<file path="src/rtl/gin_multicast.sv">
// gin_multicast: tagged multicast network front end.
// A small FIFO buffers {row_tag, col_tag, value} entries; the head entry is
// matched against scan-loaded per-row and per-PE IDs and is delivered to all
// of its targets in one all-or-nothing cycle. Heads with no target are dropped.

// Per-PE tag match: a tag of all ones is a wildcard for that dimension.
module gin_multicast_pe_match #(
    parameter int ROW_LEN = 4,
    parameter int ID_LEN  = 5
) (
    input  logic [ROW_LEN-1:0] row_tag,
    input  logic [ROW_LEN-1:0] row_id,
    input  logic [ID_LEN-1:0]  col_tag,
    input  logic [ID_LEN-1:0]  col_id,
    output logic               hit
);
    assign hit = ((row_tag == row_id) | (&row_tag)) &
                 ((col_tag == col_id) | (&col_tag));
endmodule

module gin_multicast #(
    parameter int ROWS       = 12,
    parameter int COLS       = 14,
    parameter int ROW_LEN    = 4,
    parameter int ID_LEN     = 5,
    parameter int VALUE_LEN  = 32,
    parameter int FIFO_DEPTH = 4
) (
    input  logic                   clk,
    input  logic                   rst,
    input  logic                   set_row,
    input  logic [ROW_LEN-1:0]     row_scan_in,
    output logic [ROW_LEN-1:0]     row_scan_out,
    input  logic                   set_id,
    input  logic [ID_LEN-1:0]      id_scan_in,
    output logic [ID_LEN-1:0]      id_scan_out,
    input  logic                   enable,
    output logic                   ready,
    input  logic [ROW_LEN-1:0]     row_tag,
    input  logic [ID_LEN-1:0]      col_tag,
    input  logic [VALUE_LEN-1:0]   value,
    input  logic [ROWS*COLS-1:0]   pe_ready,
    output logic [ROWS*COLS-1:0]   pe_valid,
    output logic [VALUE_LEN-1:0]   pe_value,
    output logic [15:0]            drop_count,
    output logic                   busy
);
    localparam int NPE = ROWS * COLS;
    localparam int PW  = (FIFO_DEPTH > 1) ? $clog2(FIFO_DEPTH) : 1;
    localparam int CW  = PW + 1;
    localparam logic [CW-1:0] FULL = CW'(FIFO_DEPTH);

    typedef struct packed {
        logic [ROW_LEN-1:0]   row_tag;
        logic [ID_LEN-1:0]    col_tag;
        logic [VALUE_LEN-1:0] value;
    } entry_t;

    logic [ROWS-1:0][ROW_LEN-1:0] row_id;
    logic [NPE-1:0][ID_LEN-1:0]   col_id;

    entry_t        fifo_q [FIFO_DEPTH];
    logic [PW-1:0] wr_ptr, rd_ptr;
    logic [CW-1:0] count;

    entry_t        head;
    logic          head_vld, scan, push, pop, dispatch, drop;
    logic          any_tgt, all_rdy;
    logic [NPE-1:0] tgt;

    assign scan     = set_row | set_id;
    assign head     = fifo_q[rd_ptr];
    assign head_vld = (count != '0);

    // ready is gated by the reset pin so it is low while reset is held
    assign ready = rst & (count != FULL) & ~scan;
    assign push  = enable & ready;

    // One match instance per PE
    for (genvar r = 0; r < ROWS; r++) begin : g_row
        for (genvar c = 0; c < COLS; c++) begin : g_col
            gin_multicast_pe_match #(.ROW_LEN(ROW_LEN), .ID_LEN(ID_LEN)) u_match (
                .row_tag (head.row_tag),
                .row_id  (row_id[r]),
                .col_tag (head.col_tag),
                .col_id  (col_id[r*COLS+c]),
                .hit     (tgt[r*COLS+c])
            );
        end
    end

    assign any_tgt  = |tgt;
    assign all_rdy  = &(~tgt | pe_ready);
    // Scan mode freezes the FIFO: nothing is delivered or dropped
    assign dispatch = head_vld & ~scan & any_tgt & all_rdy;
    assign drop     = head_vld & ~scan & ~any_tgt;
    assign pop      = dispatch | drop;

    assign pe_valid     = dispatch ? tgt : '0;
    assign pe_value     = head_vld ? head.value : '0;
    assign busy         = head_vld;
    assign row_scan_out = row_id[ROWS-1];
    assign id_scan_out  = col_id[NPE-1];

    // Row-ID scan chain, index 0 receives the scan input
    always_ff @(posedge clk or negedge rst) begin
        if (!rst) begin
            row_id <= '0;
        end else if (set_row) begin
            row_id[0] <= row_scan_in;
            for (int r = 1; r < ROWS; r++) row_id[r] <= row_id[r-1];
        end
    end

    // Column-ID scan chain across all PEs, index 0 receives the scan input
    always_ff @(posedge clk or negedge rst) begin
        if (!rst) begin
            col_id <= '0;
        end else if (set_id) begin
            col_id[0] <= id_scan_in;
            for (int k = 1; k < NPE; k++) col_id[k] <= col_id[k-1];
        end
    end

    // FIFO storage; validity is tracked by count, so no reset is needed here
    always_ff @(posedge clk) begin
        if (push) fifo_q[wr_ptr] <= '{row_tag: row_tag, col_tag: col_tag, value: value};
    end

    // FIFO pointers and occupancy; pointers wrap naturally (power-of-two depth)
    always_ff @(posedge clk or negedge rst) begin
        if (!rst) begin
            wr_ptr <= '0;
            rd_ptr <= '0;
            count  <= '0;
        end else begin
            if (push) wr_ptr <= wr_ptr + PW'(1);
            if (pop)  rd_ptr <= rd_ptr + PW'(1);
            case ({push, pop})
                2'b10:   count <= count + CW'(1);
                2'b01:   count <= count - CW'(1);
                default: count <= count;
            endcase
        end
    end

    // Saturating count of heads discarded for lack of any target
    always_ff @(posedge clk or negedge rst) begin
        if (!rst) begin
            drop_count <= '0;
        end else if (drop && drop_count != 16'hFFFF) begin
            drop_count <= drop_count + 16'd1;
        end
    end
endmodule

</file>
<file path="config.mk">
export PLATFORM = sky130hd
export DESIGN_NAME = gin_multicast
export DESIGN_NICKNAME = d
export VERILOG_FILES = /design/src/rtl/gin_multicast.sv
export SDC_FILE = /design/constraint.sdc
export NUM_CORES = 2
export LEC_CHECK = 0
export CAP_MARGIN = 10
export CORE_MARGIN = 2
export CORE_UTILIZATION = 30
export CTS_CLUSTER_DIAMETER = 150
export DETAILED_ROUTE_END_ITERATION = 6
export PLACE_DENSITY = 0.57
export SLEW_MARGIN = 20
export SYNTH_ARGS = -nofsm -noshare
export SYNTH_HDL_FRONTEND = slang
export SYNTH_SLANG_ARGS = --single-unit
</file>
<file path="constraint.sdc">
create_clock -name clk -period 4.57 [get_ports clk]
set_input_delay 0.457 -clock clk [delete_from_list [all_inputs] [get_ports clk]]
set_output_delay 0.457 -clock clk [all_outputs]
set_load 0.01 [all_outputs]
</file>
Clock network drawn from the DEF:
The bar under the picture is 100 um long.
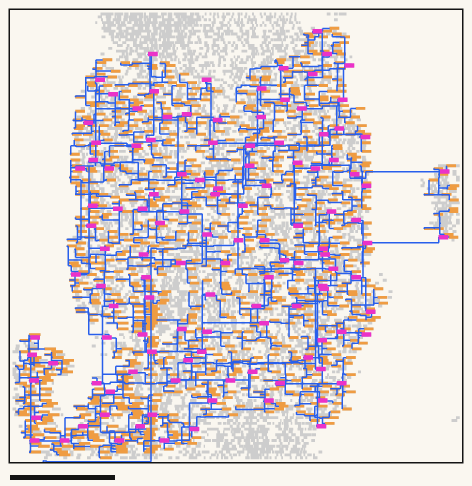
- clock drivers: magenta (count 121)
- flip-flops: orange (count 1075)
- clock wires: blue (length 15200 um)
- routed clock nets: 122
source-to-sink clock delay at the later pin of the worst-skew pair: 0.80 ns
share of total power in the clock network: 0.234
power drawn by the clock network: 0.00985 W
clock skew after layout: 0.0801 ns

Zoomed window:
Region (307, 92) to (337, 122) um. Cells in gray, sequential cells in the stronger gray; small squares are vias.
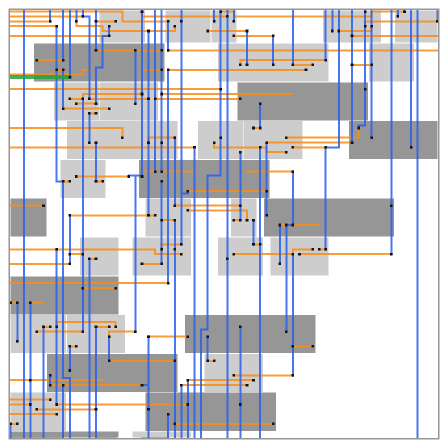
- metal 2: blue
- metal 1: orange
- metal 3: green
- netlist names of flops here include: col_id (9)
- cells with their middle in the window: 31
- most frequent: mux2_2 (9), dfrtp_1 (9), xnor2_1 (4)
- sequential cells in the window: 9

==> impl_report.txt <==
==== FLOW RESULTS ====
----------------------------------------------------
[Status]
  Status ........................ finished, violations left
  Violated checks ........................ negative setup slack

[STA]
  Total setup violations reported at the end of the flow ........................ roughly 190
  Min Tclk post-route ........................ 6.19 ns
  Worst hold slack across all endpoints ........................ 0.0580 ns
  Final count of pins violating max slew ........................ 0
  Total negative slack ........................ -255.33 ns
  Normalized max-slew margin ........................ 0.283
  Unrepaired setup endpoints after global routing ........................ true
  Final hold violation count ........................ 0
  Setup WS post-layout ........................ -1.62 ns
  Worst Max-Slew Pin Slew ........................ between 1 and 1.5 ns

[CTS]
  Number of levels in the clock H-tree ........................ 3
  Root cell of the clock tree ........................ clkbuf_16
  Clock-pin slew on the worst setup and hold paths ........................ ~0.06 ns
  Max clock buf depth ........................ 3
  CTS tree ........................ done

[GRT]
  Total global routing track utilization ........................ 0.221
  Most Crowded Layer GR ........................ met2
  Antenna violations before repair ........................ 14
  First-pass GRT wire length ........................ ~300000 um
  Maximum number of pins on one net before global-route repair ........................ between 150 and 200
  Vias in the first global route ........................ 39.9k
  Global route overflow ........................ 0
  Met1 layer usage reported by global route ........................ 0.245

[Final layout]
  Multi-Input Combinational ........................ between 2k and 3k
  Total of fill cells in the finished design ........................ about 17k
  Sequential portion of the cell area ........................ 0.379
  Non-clk bufs ........................ 1160
  Fraction of layout instances using a drive strength above 1 ........................ 0.429
  Combinational share of cell area ........................ 0.370
  Combinational gate area ........................ between 20000 and 30000 um^2
  Final Instance Count excl. Fillers ........................ ~7.7k
  Core occupancy in the finished layout ........................ 0.405
  Largest area class, layout ........................ sequential cells
  Final design instance area without fill ........................ 73100 um^2
  Final-layout non-clock buffer area share ........................ 0.153
  Diodes inserted ........................ 9
  Clock buffer and inverter area fraction after layout ........................ 0.0545

[Job]
  Tool warnings ........................ approximately 47
  Max-cap viol count ........................ 0

[Synth]
  Most area-hungry cell type in the Yosys netlist ........................ dfrtp_1
  Top cells by count ........................ 911 x dfrtp_1, 890 x mux2_2, 516 x xnor2_1
  Synth Flop Type ........................ dfrtp_1
  Post-synthesis cell area ........................ 54300 um^2
  Average cell area after synthesis ........................ 13.0 um^2
  Netlist cell types ........................ about 54
  Portion of synthesized cell area occupied by the leading cell type ........................ 0.420
  Post-Syn Nets ........................ roughly 4.4k
  Synthesized netlist cell count ........................ 4193
  Chip Area, Yosys ........................ 54300 um^2
  Most common cell in the synthesized netlist ........................ dfrtp_1
  Post-synth EDFFs ........................ ~160
  Cell count listed in synth_stat.txt ........................ between 4k and 5k
  Registers, synthesis ........................ approximately 1.1k

[Floorplanning]
  Number of standard-cell rows in the floorplan ........................ about 160
  Die Outline Area ........................ approximately 180000 um^2
  Number of primary I/O pins ........................ roughly 450
  Core utilization before placement ........................ 0.301

[Power]
  Leakage power summed over all cells ........................ between 30 and 40 nW
  Total chip power ........................ 0.0421 W
  Worst vdd rail ir drop ........................ ~360 uV

[Critical path]
  Setup crit start ........................ rd_ptr[0]
  Worst Setup End Kind ........................ output port
  Largest fanout of any net on the critical path ........................ 6
  Critical path required time ........................ between 4 and 5 ns
  Worst reg2reg path endpoint ........................ count[2]
  Number of buffer and inverter stages on the critical path ........................ 12
  Length in cells of the worst reg-to-reg path ........................ 25
  Critical path arrival ........................ approximately 5.7 ns
  Startpoint of the most critical register-to-register path ........................ rd_ptr[0]
  Startpoint kind of the worst setup timing path ........................ flip-flop
  Dominant delay contributor by cell family on the critical path ........................ simple AND/OR/NAND/NOR gates
  Worst-case register-to-register setup slack ........................ -0.96 ns

[Hold path]
  Hold path start ........................ set_id
  Worst hold path endpoint ........................ col_id[735]

[Placement]
  RePlAce Congestion ........................ between 0.9 and 1
  Worst setup slack after placement ........................ -1.82 ns
  Placed instance area ........................ approximately 66000 um^2

[Routing]
  Via Count ........................ 38.3k
  DRC viols ........................ 0
  Ratio of routed vias to standard cells ........................ 4.99
  WL per Instance ........................ 27.4 um

----------------------------------------------------
The clock network:
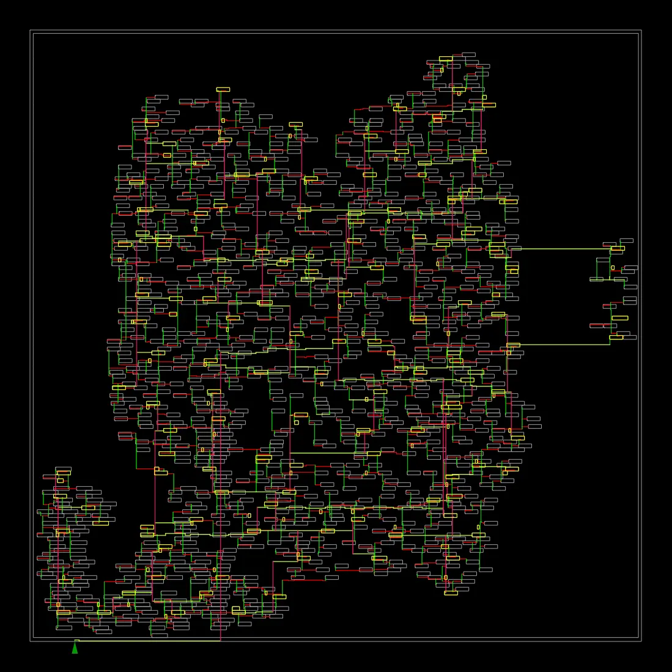
total number of sequential cells: 1075
total clock buffers created by CTS: 121
clock sink total: 1075
clock buf count: 174

Where the registers sit:
The bar under the picture is 100 um long. Other sequential cells in the stronger gray, the rest of the logic in the fainter gray.
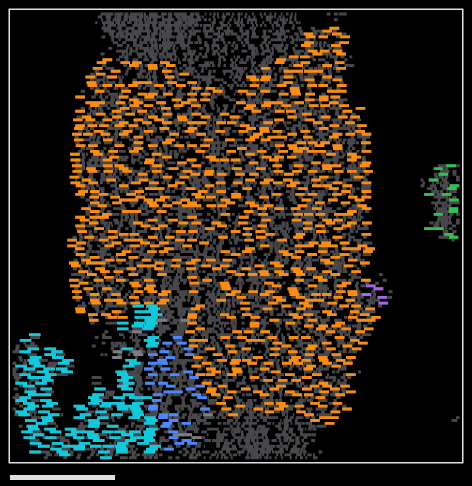
- fifo_q: cyan (sequential cells 164; where lower left)
- drop_count: green (sequential cells 16; where middle right)
- row_id: blue (sequential cells 44)
- id_scan_out: purple (sequential cells 5)
- col_id: orange (sequential cells 835)
- not colored: 11

[report_power, final]
group	total (W)	internal, W	switching [W]
logic	0.0209	0.00948	0.0114
registers	0.0114	0.0105	0.000843
clock network	0.00985	0.00562	0.00423
[placed cells by master (no fill, tap or decap), types with 14 or more instances in the layout]
master,count
a22oi_1,26
and3_1,50
and3_4,44
buf_12,81
buf_16,16
buf_2,67
buf_4,555
buf_6,121
clkbuf_1,38
clkbuf_16,128
clkbuf_2,21
clkbuf_8,14
clkdlybuf4s50_1,278
clkinv_2,21
dfrtp_1,909
edfxtp_1,164
inv_1,36
mux2_2,889
mux4_2,36
nand2_1,57
nand3_1,174
nand3b_1,73
nand4_1,32
nor2b_1,66
nor2b_4,37
nor3_1,30
o21ai_0,34
o21ai_1,16
o22ai_1,16
o31ai_1,78
o31ai_2,36
o31ai_4,22
xnor2_1,511
xor2_1,373
xor2_2,16
[state kept, by name (all words and copies together), names as in the netlist]
signal	count
rd_ptr	2
col_id	835
drop_count	16
id_scan_out	5
fifo_q	164
row_scan_out	4
row_id	44
wr_ptr	2
count	3
[per-layer routing]
layer	vias to the layer above	part of all wire
li1	16900	-
met1	19800	0.37
met2	1019	0.49
met3	527	0.040
met4	6	0.10
met5	-	0.00017
[timing repair]
action | CTS | global route
gates resized | 669 | 483
hold endpoints to repair | 51 | 0
setup endpoints to repair | 189 | 189
pin swaps | 44 | 70
hold buffers | 1 | 0
setup buffers | 91 | 41
gates cloned | 15 | 8
[logic make-up after synthesis]
| family | synth area share |
|---|---|
| multiplexers | 0.202 |
| flip-flops | 0.511 |
| XOR/XNOR | 0.146 |
| AND/OR/NAND/NOR | 0.0677 |
| AND-OR/OR-AND | 0.0418 |
| buffers and inverters | 0.0300 |
| adder cells (fa/ha/maj) | 0.00175 |
No activity file was given, so power comes from the tool's default toggle rates.
